**config.mk**
```make
export PLATFORM = sky130hd
export DESIGN_NAME = flash_arbiter_flat
export DESIGN_NICKNAME = d
export VERILOG_FILES = /design/src/rtl/flash_arbiter_if.sv /design/src/rtl/flash_arbiter.sv /design/src/flat_wrapper.sv
export SDC_FILE = /design/constraint.sdc
export NUM_CORES = 1
export LEC_CHECK = 0
export ABC_AREA = 1
export CAP_MARGIN = 20
export CORE_MARGIN = 5
export CORE_UTILIZATION = 35
export DETAILED_ROUTE_END_ITERATION = 7
export PLACE_DENSITY_LB_ADDON = 0.05
export SYNTH_ARGS = -nofsm -noshare
export SYNTH_HDL_FRONTEND = slang
export SYNTH_SLANG_ARGS = --single-unit
export TNS_END_PERCENT = 30
```
**constraint.sdc**
```tcl
create_clock -name clk -period 3.7 [get_ports clk]
set_input_delay 0.74 -clock clk [delete_from_list [all_inputs] [get_ports clk]]
set_output_delay 0.74 -clock clk [all_outputs]
set_load 0.005 [all_outputs]
```
**src/rtl/flash_arbiter_if.sv**
```systemverilog
// Bundle of the fetch, load and flash-array signals around flash_arbiter.
// slave is the arbiter's view; master is the view of everything around it.
interface flash_arbiter_if #(
    parameter int AW    = 32,
    parameter int DW    = 32,
    parameter int FL_AW = 12
);
    logic             if_req;
    logic [AW-1:0]    if_addr;
    logic             if_rvalid;
    logic [DW-1:0]    if_rdata;
    logic             ld_req;
    logic [AW-1:0]    ld_addr;
    logic             ld_rvalid;
    logic [DW-1:0]    ld_rdata;
    logic             fl_en;
    logic [FL_AW-1:0] fl_addr;
    logic [DW-1:0]    fl_rdata;
    logic             busy;

    modport slave (
        input  if_req, if_addr, ld_req, ld_addr, fl_rdata,
        output if_rvalid, if_rdata, ld_rvalid, ld_rdata, fl_en, fl_addr, busy
    );

    modport master (
        output if_req, if_addr, ld_req, ld_addr, fl_rdata,
        input  if_rvalid, if_rdata, ld_rvalid, ld_rdata, fl_en, fl_addr, busy
    );
endinterface

```
**src/rtl/flash_arbiter.sv**
```systemverilog
// Round-robin arbiter sharing the single-port instruction flash between
// the fetch and load ports, one outstanding read at a time.
module flash_arbiter #(
    parameter int AW       = 32,
    parameter int DW       = 32,
    parameter int FL_AW    = 12,
    parameter int READ_LAT = 1
) (
    input  logic            clk,
    input  logic            reset,
    flash_arbiter_if.slave  bus
);
    typedef enum logic [1:0] {IDLE, ISSUE, WAIT, RESP} state_t;
    typedef enum logic {PORT_IF, PORT_LD} port_t;

    localparam logic [3:0] LAT_LOAD = 4'(READ_LAT - 1);

    state_t     state;
    port_t      owner;
    port_t      last_grant;
    logic [3:0] lat_cnt;
    logic       grant_ld;

    // A tie goes to whichever port was not served last.
    always_comb begin
        grant_ld = bus.ld_req && (!bus.if_req || last_grant == PORT_IF);
    end

    // Word index within the flash; low byte-offset bits and high wrap bits are dropped.
    logic unused_addr_bits;
    assign unused_addr_bits = ^{bus.if_addr[AW-1:FL_AW+2], bus.if_addr[1:0],
                                bus.ld_addr[AW-1:FL_AW+2], bus.ld_addr[1:0]};

    // NOTE: sequential state uses non-blocking assignments so every register
    // samples the pre-edge values regardless of statement order.
    always_ff @(posedge clk) begin
        if (!reset) begin
            state      <= IDLE;
            owner      <= PORT_IF;
            last_grant <= PORT_LD;
            lat_cnt    <= '0;
            bus.fl_en     <= 1'b0;
            bus.fl_addr   <= '0;
            bus.if_rvalid <= 1'b0;
            bus.ld_rvalid <= 1'b0;
            bus.if_rdata  <= '0;
            bus.ld_rdata  <= '0;
            bus.busy      <= 1'b0;
        end else begin
            bus.fl_en     <= 1'b0;
            bus.if_rvalid <= 1'b0;
            bus.ld_rvalid <= 1'b0;
            case (state)
                IDLE: begin
                    if (bus.if_req || bus.ld_req) begin
                        owner      <= grant_ld ? PORT_LD : PORT_IF;
                        last_grant <= grant_ld ? PORT_LD : PORT_IF;
                        bus.fl_addr <= grant_ld ? bus.ld_addr[FL_AW+1:2]
                                                : bus.if_addr[FL_AW+1:2];
                        bus.fl_en  <= 1'b1;
                        bus.busy   <= 1'b1;
                        state      <= ISSUE;
                    end
                end
                ISSUE: begin
                    lat_cnt <= LAT_LOAD;
                    state   <= WAIT;
                end
                WAIT: begin
                    if (lat_cnt != 4'd0) begin
                        lat_cnt <= lat_cnt - 4'd1;
                    end else begin
                        if (owner == PORT_LD) begin
                            bus.ld_rdata  <= bus.fl_rdata;
                            bus.ld_rvalid <= 1'b1;
                        end else begin
                            bus.if_rdata  <= bus.fl_rdata;
                            bus.if_rvalid <= 1'b1;
                        end
                        state <= RESP;
                    end
                end
                RESP: begin
                    bus.busy <= 1'b0;
                    state    <= IDLE;
                end
                default: state <= IDLE;
            endcase
        end
    end
endmodule

```
**src/flat_wrapper.sv**
```systemverilog
// flat-port wrapper written by rule: the top's interface ports become plain ports
module flash_arbiter_flat 
#(
    parameter int AW       = 32,
    parameter int DW       = 32,
    parameter int FL_AW    = 12,
    parameter int READ_LAT = 1
)
  (clk, reset, bus_if_req, bus_if_addr, bus_ld_req, bus_ld_addr, bus_fl_rdata, bus_if_rvalid, bus_if_rdata, bus_ld_rvalid, bus_ld_rdata, bus_fl_en, bus_fl_addr, bus_busy);
  flash_arbiter_if #(.AW(AW), .DW(DW), .FL_AW(FL_AW)) bus_i ();
  input  logic clk;
  input  logic reset;
  input wire logic [$bits(bus_i.if_req)-1:0] bus_if_req;
  input wire logic [$bits(bus_i.if_addr)-1:0] bus_if_addr;
  input wire logic [$bits(bus_i.ld_req)-1:0] bus_ld_req;
  input wire logic [$bits(bus_i.ld_addr)-1:0] bus_ld_addr;
  input wire logic [$bits(bus_i.fl_rdata)-1:0] bus_fl_rdata;
  output wire logic [$bits(bus_i.if_rvalid)-1:0] bus_if_rvalid;
  output wire logic [$bits(bus_i.if_rdata)-1:0] bus_if_rdata;
  output wire logic [$bits(bus_i.ld_rvalid)-1:0] bus_ld_rvalid;
  output wire logic [$bits(bus_i.ld_rdata)-1:0] bus_ld_rdata;
  output wire logic [$bits(bus_i.fl_en)-1:0] bus_fl_en;
  output wire logic [$bits(bus_i.fl_addr)-1:0] bus_fl_addr;
  output wire logic [$bits(bus_i.busy)-1:0] bus_busy;
  assign bus_i.if_req = bus_if_req;
  assign bus_i.if_addr = bus_if_addr;
  assign bus_i.ld_req = bus_ld_req;
  assign bus_i.ld_addr = bus_ld_addr;
  assign bus_i.fl_rdata = bus_fl_rdata;
  assign bus_if_rvalid = bus_i.if_rvalid;
  assign bus_if_rdata = bus_i.if_rdata;
  assign bus_ld_rvalid = bus_i.ld_rvalid;
  assign bus_ld_rdata = bus_i.ld_rdata;
  assign bus_fl_en = bus_i.fl_en;
  assign bus_fl_addr = bus_i.fl_addr;
  assign bus_busy = bus_i.busy;
  flash_arbiter #(.AW(AW), .DW(DW), .FL_AW(FL_AW), .READ_LAT(READ_LAT)) u_core (.clk(clk), .reset(reset), .bus(bus_i));
endmodule
```
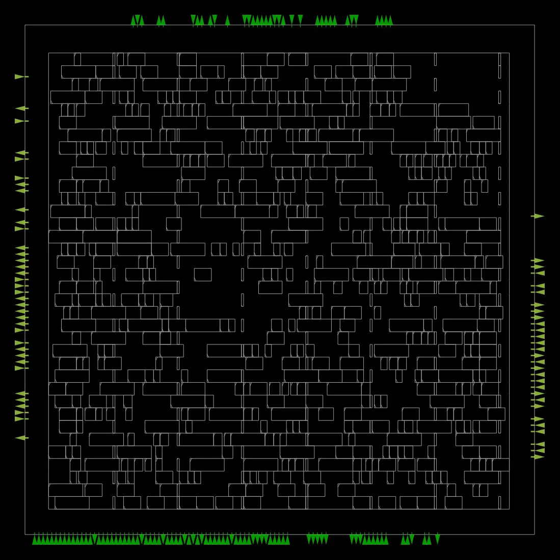
*Placement view, run 1*
Final Instance Count excl. Fillers: 702
FF+latch count: 88
sequential share of cell area: 35.3%
final core utilization: 51.6%

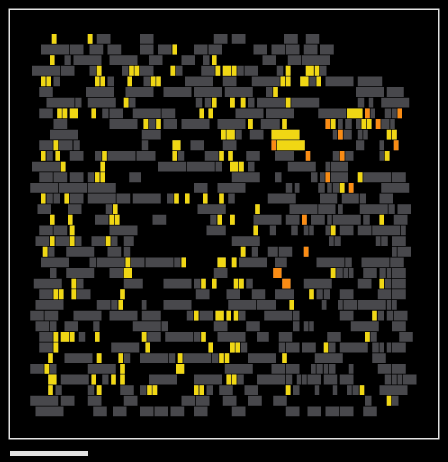
*Selected gate families, run 1*
Bar = 20 um.
orange -> inv cells  # cells 15
yellow -> nor cells  # cells 154, where widely spread
logic share of the area: 28.8%

==> changes_impl.md, run 1 <==
## Implementation

* Outcome: complete, no violations
* Setup TNS at 0 ps
* Share of layout cells above drive strength 1 at around 6.7%
* CTS root buf: clkbuf_8
* Int Pwr at just under 2 mW
* # H-tree levels at 3
* Antenna fix cells at 0
* Sw frac at roughly a third
* GR Util met2 at 26.8%
* Power share of the clock group at 20.2%
* DRT Pass-1 Iters at 4
* Global route overflow at 0
* Clock skew at 11.8 ps
* WP buf/inv at 2
* Most frequent CP cell: nand2_1
* I/O pins at 180
* Post-synthesis sequential area ratio at 51.0%
* WHS at roughly 470 ps
* Cells after Synth at between 400 and 500
* Initial antenna violation count at 0
* Die Width at approximately 110 um
* Critical path's slowest cell: clkdlybuf4s50_1
* Crit. End Element: register
* Hpwl dp at roughly 6500 um
* Hold-fix buffer count after cts at 0
* Die Ht at ~110 um
* Yosys top cell area share at between 50% and 60%
* CP max stage delay at about 500 ps
* Routed wire length at about 9700 um
* Top delay family on crit path: buffers and inverters
* # Cells Yosys at around 440
* Critical Path Source Type: input port
* Slew HR at a little under three fifths
* Crit-path max FO at 13
* Stages on worst setup path at 8
* IO buf count at around 140
* Syn Std Cell Area at between 3000 and 4000 um^2
* Starting Density at approximately 36%
* Vias in the first global route at 3100
* Post-synth regs at just under 90
* Hold depth at 2
* Placed cells at a little under 700
* Synth warn at 0
* Fin. max-slew vios at 0
* 1st-iter DRT viols at 175
* Worst path required time at around 3900 ps
* Final WS setup at between 1500 and 2000 ps
* DP Worst Slack at ~1100 ps
* Drt drc at 0
* Final hold violations at 0
* Most frequent cells in the layout: nor2_1 (138), clkdlybuf4s50_1 (138), dfxtp_1 (88)
* Hold Crit Class: reg2reg
* Max Cap Viol at 0
* Pleak at roughly 2.1 nW
* Die ar. at between 10000 and 15000 um^2
* CTS tree: yes
* Avg Inst Size Synth at around 7.9 um^2
* Critical Path AT at 2400 ps
* Most frequent cell after synthesis: nor2_1
* Clock latency on the worst-skew pair at between 300 and 400 ps
* RSZ-0062 raised after global routing: false
* Antenna viol nets, final at 0
* Proportion of power drawn by combinational gates at between 30 and 40%
* Clk buf depth at 2
* Largest net degree at the start of global routing at between 40 and 50
* Post-DP Area at between 4000 and 5000 um^2
* Syn nets at ~540
* Total chip power at roughly 2.9 mW
* Minimum clock period at 2160 ps
* GRT met1 Usage at between 20% and 30%
* Psw at 966 uW
* Reg area at between 1500 and 2000 um^2
* Area Overhead vs Synth at 44.5%
* First-pass GRT wire length at between 15000 and 20000 um
* # clock sinks at 88
* Cells on worst reg2reg path at 7
* Max VDD drop at roughly 0.00024 V
* Top Usage Layer GRT: met2
* Cells along the critical path: clkdlybuf4s50_1, nand2_1, nand2_1, inv_1, nand2_1, nand2_1, a21oi_1, nor2_1
* # setup viols final at 0
* Maximum clock rate at ~460 MHz
* Post-cts resize count at 0
* Tool warnings at approximately 70
* Cycle use final at between 50% and 60%
* Layout Nets at 670
* Postcts setup bufs at 0
* Tightest Pin Transition at roughly 660 ps
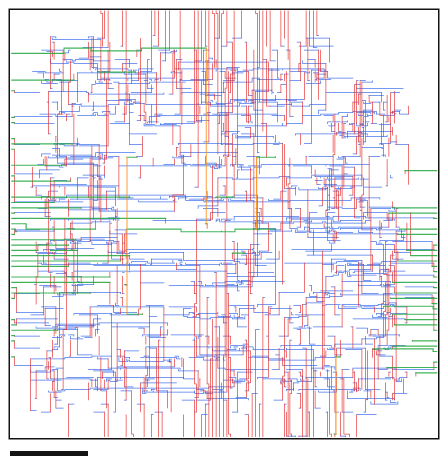
*Metal layers overlaid, run 1*
Bar = 20 um.
orange -> metal 4  # wire length 123 um
blue -> metal 1  # wire length 4360 um
green -> metal 3  # wire length 727 um
red -> metal 2  # wire length 4460 um
WL/cell: 13.8 um
Global Route Usage Sum: 16.5%

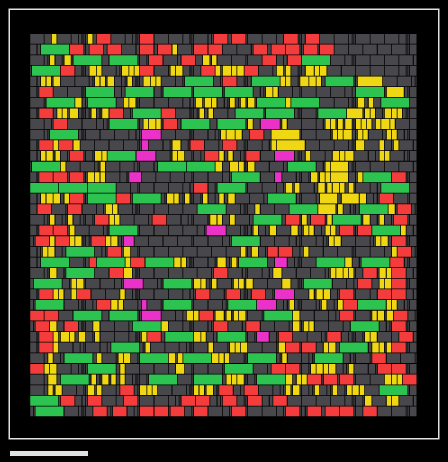
*Placement by cell class, run 1*
Bar = 20 um. Fill, decap, tap and diode cells in grey.
yellow -> combinational and other logic  # cells 325, share of their area 31%
green -> sequential cells  # cells 88, share of their area 37%
red -> remaining buffers and delay cells  # cells 140, share of their area 29%
magenta -> clock drivers and dummy loads  # cells 16, share of their area 3.6%
num rows: 36
post-route cell area: 4990 um^2
core area: 9680 um^2

run 1: sequential cells by signal (all words and copies together) (netlist names):
name / count
u_core.bus.busy: 1
u_core.owner: 1
u_core.bus.fl_addr: 12
u_core.bus.if_rdata: 32
u_core.bus.if_rvalid: 1
u_core.state: 2
u_core.bus.ld_rvalid: 1
u_core.last_grant: 1
u_core.bus.ld_rdata: 32
u_core.lat_cnt: 4
u_core.bus.fl_en: 1
run 1: logic make-up after synthesis:
group / share of synthesized area [%]
buf+inv: 7.42
flops: 51.0
simple gates: 25.4
fa+ha+maj: 2.17
compound gates: 14.0
run 1: cell type report:
class | count | share of cell area, %
Inverter | 15 | 1.23
Tap cell | 133 | 3.33
Timing Repair Buffer | 140 | 27.9
Clock inverter | 6 | 0.877
Clock buffer | 10 | 2.56
Sequential cell | 88 | 35.3
Multi-Input combinational cell | 310 | 28.8
run 1: final timing paths:
kind,from,to,slack (ps)
setup / recovery,bus_if_req,u_core.bus.fl_addr[8],1540
hold reg to reg,u_core.lat_cnt[1],u_core.lat_cnt[1],470
hold / removal,u_core.lat_cnt[1],u_core.lat_cnt[1],470
setup reg to reg,u_core.state[0],u_core.bus.ld_rdata[6],1670
run 1: worst register-to-register path: stages, from the launching register on:
cell and delay [ps]:
dfxtp_1 340, inv_1 120, ha_1 320, nand3_4 200, nor2_8 430, inv_4 290
nor2_1 170, nor2_1 60
run 1: power by group through the flow:
stage,clock (mW),sequential (mW),combinational (mW)
final,0.588,1.27,1.05
after global routing,0.660,1.29,1.19
after CTS,0.613,1.27,1.08
after detailed placement,0,1.29,1.08
after global placement,0,1.28,1.06
after floorplan,0,1.30,0.545
run 1: routing by layer:
metal	vias to the layer above	wire length, um
li1	1646	-
met1	1433	4360
met2	82	4460
met3	10	726
met4	0	123
met5	-	0
### Sequential cells coloured by netlist name, run 1

Bar = 20 um. Other sequential cells in the stronger grey, the rest of the logic in the fainter grey.
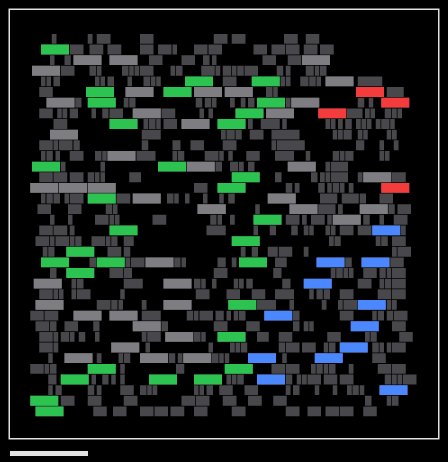

## Run 2: what changed since run 1
clock period = 1.9 ns   (was 3.7 ns; I/O delays follow)
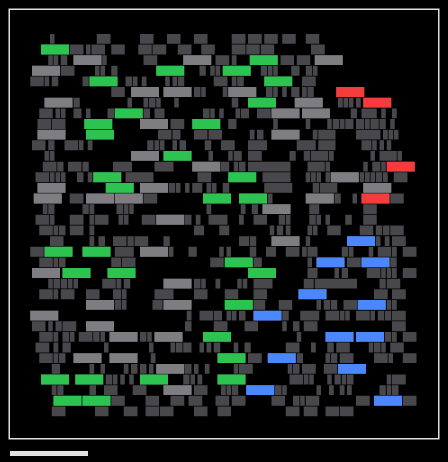
*Sequential cells coloured by netlist name, run 2*
Bar = 20 um. Other sequential cells in the stronger grey, the rest of the logic in the fainter grey.
green -> u_core.bus.ld_rdata  # placed flops 32
blue -> u_core.bus.fl_addr  # placed flops 12
red -> u_core.lat_cnt  # placed flops 4
Sequential Power: 2.47 mW
final core utilization: 52.9%
Reg area: 1760 um^2
sequential share of cell area: 34.4%

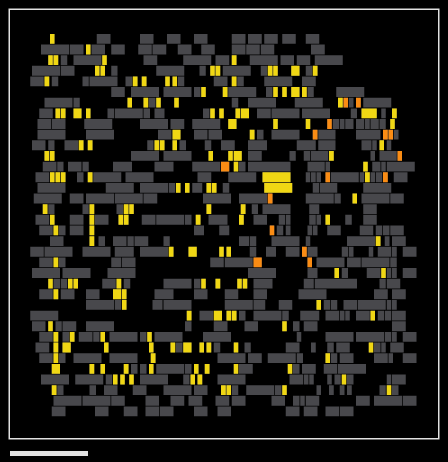
*Selected gate families, run 2*
Bar = 20 um.
yellow -> nor cells  # cells 154, where widely spread
orange -> inv cells  # cells 15
logic share of the area: 28.1%
Final Instance Count excl. Fillers: 711

==> run 2 against run 1 <==
Against the previous run: critical path depth fell by 1; wire length rose by 0.91%; combinational power rose by 100%; sequential share of layout area fell by 0.90 points; flip-flop count did not move; clock-buffer cell count fell by 1; synthesized area did not move; global-route usage fell by 0.17 points; via count rose by 0.82%; worst hold slack got worse by 4.7 ps; non-clock buffer count rose by 11; critical endpoint is now u_core.bus.if_rdata[8].
==> changes_impl.md, run 2 <==
## Implementation

* FF-to-FF End: u_core.bus.if_rdata[8] (was u_core.bus.ld_rdata[6])
* First-pass GRT wire length at 15300 um (was 15400 um)
* Drt drc at 0 (unchanged)
* Total chip power at 6.00 mW (was 2.91 mW)
* Post-DP Area at 4910 um^2 (was 4820 um^2)
* Die Width at 109 um (unchanged)
* Proportion of power drawn by combinational gates at 35.8% (was 36.2%)
* Setup TNS at 0 ps (unchanged)
* Pleak at 2.16 nW (was 2.09 nW)
* CTS root buf: clkbuf_8 (unchanged)
* Most frequent CP cell: nor2_1 (was nand2_1)
* Reg clk slew, reported paths at 100 ps (was 90 ps)
* Cycle use final at around 89%
* I/O pins at 180 (unchanged)
* Post-synth regs at 88 (unchanged)
* Outcome: complete, no violations (unchanged)
* Critical Path AT at 1920 ps (was 2400 ps)
* Starting Density at 35.7% (unchanged)
* Via Count at 3197 (was 3171)
* CTS tree: yes (unchanged)
* Maximum clock rate at 594 MHz
* Max VDD drop at 0.000552 V (was 0.000242 V)
* Global route overflow at 0 (unchanged)
* Cells along the critical path: inv_1, ha_1, nand3_4, nor2_8, inv_4, nor2_1, nor2_1 (was clkdlybuf4s50_1, nand2_1, nand2_1, inv_1, nand2_1, nand2_1, a21oi_1, nor2_1)
* Wire length on met1 at 4340 um (was 4360 um)
* Die ar. at 12000 um^2 (unchanged)
* Post-synthesis sequential area ratio at 51.0% (unchanged)
* Post-cts resize count at 0 (unchanged)
* Synth warn at 0 (unchanged)
* Setup crit end: u_core.bus.if_rdata[8] (was u_core.bus.fl_addr[8])
* Clock skew at 16.0 ps (was 11.8 ps)
* Top delay family on crit path: simple AND/OR/NAND/NOR gates (was buffers and inverters)
* Int Pwr at 4.12 mW (was 1.94 mW)
* Antenna viol nets, final at 0 (unchanged)
* # clock sinks at 88 (unchanged)
* Psw at 1.89 mW (was 966 uW)
* Crit-path max FO at 33 (was 13)
* Global Route Usage Sum at 16.3% (was 16.5%)
* Yosys top cell area share at 51.0% (unchanged)
* RSZ-0062 raised after global routing: false (unchanged)
* Num rows at 36 (unchanged)
* Largest net degree at the start of global routing at 38 (was 48)
* WL/cell at 13.7 um (was 13.8 um)
* Clk buf depth at 2 (unchanged)
* Critical path's slowest cell: dfxtp_1 (was clkdlybuf4s50_1)
* R2R Setup Slk at 220 ps (was 1670 ps)
* Placed cells at 696 (was 686)
* # H-tree levels at 3 (unchanged)
* Tightest Pin Transition at 417 ps (was 656 ps)
* Layout Nets at 681 (was 670)
* Cells on worst reg2reg path at 7 (unchanged)
* Postcts setup bufs at 0 (unchanged)
* Slew HR at 72.2% (was 56.2%)
* Hpwl dp at 6760 um (was 6520 um)
* Vias in the first global route at 3030 (was 3100)
* Routed wire length at 9760 um (was 9670 um)
* WHS at 465 ps (was 470 ps)
* Post-route cell area at 5120 um^2 (was 4990 um^2)
* CP max stage delay at 330 ps (was 500 ps)
* Final WS setup at 217 ps (was 1540 ps)
* Highest Signal Layer: met4 (unchanged)
* Area Overhead vs Synth at 48.3% (was 44.5%)
* Antenna fix cells at 0 (unchanged)
* Tool warnings at 70 (unchanged)
* Power share of the clock group at 23.0% (was 20.2%)
* Critical R2R Launch: u_core.lat_cnt[0] (was u_core.state[0])
* WP buf/inv at 2 (unchanged)
* Fin. max-slew vios at 0 (unchanged)
* Critical Path Source Type: register (was input port)
* Clock latency on the worst-skew pair at 350 ps (was 340 ps)
* Crit. End Element: register (unchanged)
* Core area at 9680 um^2 (unchanged)
* Syn Std Cell Area at 3460 um^2 (unchanged)
* Final hold violations at 0 (unchanged)
* Sw frac at 31.4% (was 33.2%)
* Stages on worst setup path at 7 (was 8)
* Die Ht at 109 um (unchanged)
* DRT Pass-1 Iters at 4 (unchanged)
* Met2 wire length at 4600 um (was 4460 um)
* Share of layout cells above drive strength 1 at 8.30% (was 6.68%)
* # setup viols final at 0 (unchanged)
* Most frequent cells in the layout: nor2_1 (138), clkdlybuf4s50_1 (138), dfxtp_1 (88) (unchanged)
* DP Worst Slack at 204 ps (was 1140 ps)
* Met3 wire length at 740 um (was 726 um)
* Max Cap Viol at 0 (unchanged)
run 2: cell counts after synthesis:
Identical to the previous run, type by type.
run 2: area by class of cell:
class	count	area, um^2
Clock buffer	9	124
Clock inverter	5	83.8
Fill cell	938	4560
Inverter	15	61.3
Multi-Input combinational cell	310	1440
Sequential cell	88	1760
Tap cell	133	166
Timing Repair Buffer	151	1490
run 2: kinds of logic (layout without fill, tap and decap cells):
| kind of cell | Yosys count | count (layout) | share of synthesized area, % |
|---|---|---|---|
| AND/OR/NAND/NOR | 207 | 207 | 25.4 |
| AND-OR/OR-AND | 97 | 97 | 14.0 |
| flip-flops | 88 | 88 | 51.0 |
| buffers and inverters | 40 | 180 | 7.42 |
| adder cells (fa/ha/maj) | 6 | 6 | 2.17 |
run 2: worst register-to-register path, stage by stage, from the launching register on:
cell,delay [ps]
dfxtp_1,330
inv_1,90
ha_1,270
nand3_4,190
nor2_8,270
inv_4,220
nor2_1,140
nor2_1,60
run 2: how the worst min path moves through the flow:
stage	start	end	cells after the start
CTS	reset	u_core.last_grant	3
detailed placement	u_core.last_grant	u_core.last_grant	2
finish	reset	u_core.last_grant	3
floorplan	u_core.last_grant	u_core.last_grant	2
global route	reset	u_core.last_grant	3
global placement	u_core.lat_cnt[1]	u_core.lat_cnt[1]	2
run 2: power groups by stage:
stage                     clock network, mW  logic, mW  registers [mW]
after floorplan                           0       1.06            2.53
after global placement                    0       2.17            2.50
after detailed placement                  0       2.18            2.51
after CTS                              1.43       2.19            2.47
after global routing                   1.52       2.40            2.52
final                                  1.38       2.15            2.47
run 2: per-layer routing:
| metal | GRT usage [%] | vias up |
|---|---|---|
| li1 | - | 1673 |
| met1 | 20.0 | 1442 |
| met2 | 26.7 | 77 |
| met3 | 7.05 | 5 |
| met4 | 3.47 | 0 |
| met5 | 0 | - |
## Run 3: what changed since run 2
TNS_END_PERCENT = unset   (was 30)
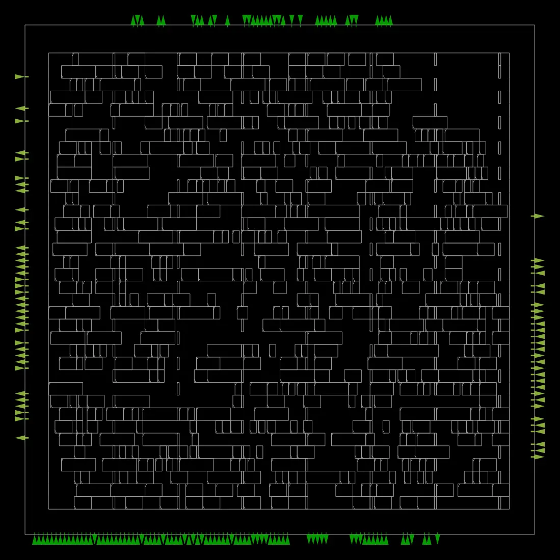
*Placement view, run 3*
Filler cells: 938
# Taps: 133

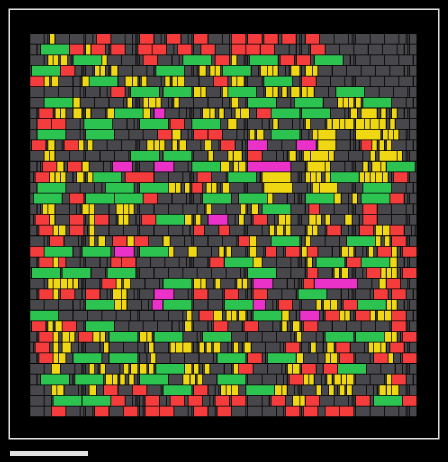
*Placement by cell class, run 3*
Bar = 20 um. Fill, decap, tap and diode cells in grey.
red -> remaining buffers and delay cells  # cells 151, share of their area 30%
green -> sequential cells  # cells 88, share of their area 36%
magenta -> clock drivers and dummy loads  # cells 14, share of their area 4.2%
yellow -> combinational and other logic  # cells 325, share of their area 30%
post-route cell area: 5120 um^2

==> run 3 against run 2 <==
Against the previous run: non-clock buffer count did not move; sequential power about the same; register-to-register slack about the same; cell count is the same; clock power barely moved; total power stayed put; critical endpoint unchanged.
==> changes_impl.md, run 3 <==
## Implementation

* Crit. End Element: register (unchanged)
* Largest net degree at the start of global routing at 38 (unchanged)
* CTS root buf: clkbuf_8 (unchanged)
* Area Overhead vs Synth at 48.3% (unchanged)
* Clk buf depth at 2 (unchanged)
* Final hold violations at 0 (unchanged)
* DRT Pass-1 Iters at 4 (unchanged)
* Area fraction in compound gates after synthesis at 14.0% (unchanged)
* Die ar. at 12000 um^2 (unchanged)
* WP buf/inv at 2 (unchanged)
* Initial antenna violation count at 0 (unchanged)
* Post-cts resize count at 0 (unchanged)
* Syn Std Cell Area at 3460 um^2 (unchanged)
* Mux share at 0% (unchanged)
* Maximum clock rate at 594 MHz (unchanged)
* Top delay family on crit path: simple AND/OR/NAND/NOR gates (unchanged)
* Max Cap Viol at 0 (unchanged)
* Num rows at 36 (unchanged)
* Critical Path Source Type: register (unchanged)
* # setup viols final at 0 (unchanged)
* Sw frac at 31.4% (unchanged)
* Psw at 1.89 mW (unchanged)
* Cells after Synth at 438 (unchanged)
* Proportion of power drawn by combinational gates at 35.8% (about the same)
* Int Pwr at 4.12 mW (unchanged)
* Clock latency on the worst-skew pair at 350 ps (about the same)
* Die Width at 109 um (unchanged)
* Via Count at 3197 (unchanged)
* CP startpoint: u_core.lat_cnt[0] (unchanged)
* # clock sinks at 88 (unchanged)
* First-pass GRT wire length at 15300 um (unchanged)
* Post-synth regs at 88 (unchanged)
* Vias in the first global route at 3030 (unchanged)
* Fin. max-slew vios at 0 (unchanged)
* Most frequent CP cell: nor2_1 (unchanged)
* Largest registers: u_core.bus.if_rdata x32, u_core.bus.ld_rdata x32, u_core.bus.fl_addr x12 (unchanged)
* Pleak at 2.16 nW (unchanged)
* R2R Setup Slk at 220 ps (about the same)
* Tightest Pin Transition at 417 ps (unchanged)
* Setup crit end: u_core.bus.if_rdata[8] (unchanged)
* Share of layout cells above drive strength 1 at 8.30% (unchanged)
* Stages on worst setup path at 7 (unchanged)
* Cells along the critical path: inv_1, ha_1, nand3_4, nor2_8, inv_4, nor2_1, nor2_1 (unchanged)
* Cycle use final at 88.6% (unchanged)
* IO buf count at 139 (unchanged)
* Drt drc at 0 (unchanged)
* Critical Path AT at 1920 ps (about the same)
* Worst path required time at 2130 ps (about the same)
* Hpwl dp at 6760 um (unchanged)
* Hold Crit Class: in2reg (unchanged)
* Most frequent cells in the layout: nor2_1 (138), clkdlybuf4s50_1 (138), dfxtp_1 (88) (unchanged)
* Yosys xor share at 0% (unchanged)
* Reg clk slew, reported paths at 100 ps (about the same)
* CTS tree: yes (unchanged)
* # Cells Yosys at 438 (unchanged)
* Slew HR at 72.2% (unchanged)
* Global Route Usage Sum at 16.3% (unchanged)
* Outcome: complete, no violations (unchanged)
* Placed cells at 696 (unchanged)
* Antenna viol nets, final at 0 (unchanged)
* Yosys top cell area share at 51.0% (unchanged)
* Hold-fix buffer count after cts at 0 (unchanged)
* Global route overflow at 0 (unchanged)
* Critical path's slowest cell: dfxtp_1 (unchanged)
* Starting Density at 35.7% (unchanged)
* Layout Nets at 681 (unchanged)
* Routed wire length at 9760 um (unchanged)
* Postcts setup bufs at 0 (unchanged)
* Post-Synth Simple-Gate Area at 25.4% (unchanged)
* I/O pins at 180 (unchanged)
* Avg Inst Size Synth at 7.89 um^2 (unchanged)
* Cells on worst reg2reg path at 7 (unchanged)
* Adders+Majority by Area at 2.17% (unchanged)
## run 3: final cells by class
| type | instances | area [um^2] |
|---|---|---|
| Inverter | 15 | 61.3 |
| Tap cell | 133 | 166 |
| Clock inverter | 5 | 83.8 |
| Fill cell | 938 | 4560 |
| Multi-Input combinational cell | 310 | 1440 |
| Clock buffer | 9 | 124 |
| Timing Repair Buffer | 151 | 1490 |
| Sequential cell | 88 | 1760 |
## run 3: worst reg2reg max path, delay by kind of cell (launching register included)
family	cells	cell delay, ps
fa+ha+maj	1	270
buf+inv	2	310
flops	1	330
simple gates	4	660
## run 3: per-stage QoR
step / hold WS [ps] / cell area [um^2] / setup WS [ps]
after floorplan: 442 / 3460 / 452
after global placement: 454 / 4910 / 227
after detailed placement: 461 / 4910 / 204
after CTS: 451 / 5120 / 190
after global routing: 455 / 5120 / 39.1
final: 465 / 5120 / 217
## run 3: how the worst min path moves through the flow
stage,from,endpoint,slack [ps]
5_1_grt,reset,u_core.last_grant,460
6_report,reset,u_core.last_grant,470
2_1_floorplan,u_core.last_grant,u_core.last_grant,440
4_1_cts,reset,u_core.last_grant,450
3_5_place_dp,u_core.last_grant,u_core.last_grant,460
3_3_place_gp,u_core.lat_cnt[1],u_core.lat_cnt[1],450
## run 3: power by group through the flow
stage	clock network (mW)	registers [mW]	logic, mW
3_3_place_gp	0	2.50	2.17
2_1_floorplan	0	2.53	1.06
3_5_place_dp	0	2.51	2.18
5_1_grt	1.52	2.52	2.40
6_report	1.38	2.47	2.15
4_1_cts	1.43	2.47	2.19
## run 3: per-layer routing
metal	track usage, %	vias to the layer above	share of wire (%)
met2	26.7	77	47
met4	3.47	0	0.78
li1	-	1673	-
met3	7.05	5	7.6
met5	0	-	0
met1	20.0	1442	44
Power figures rest on the tool's default switching activity, not on a simulated workload.
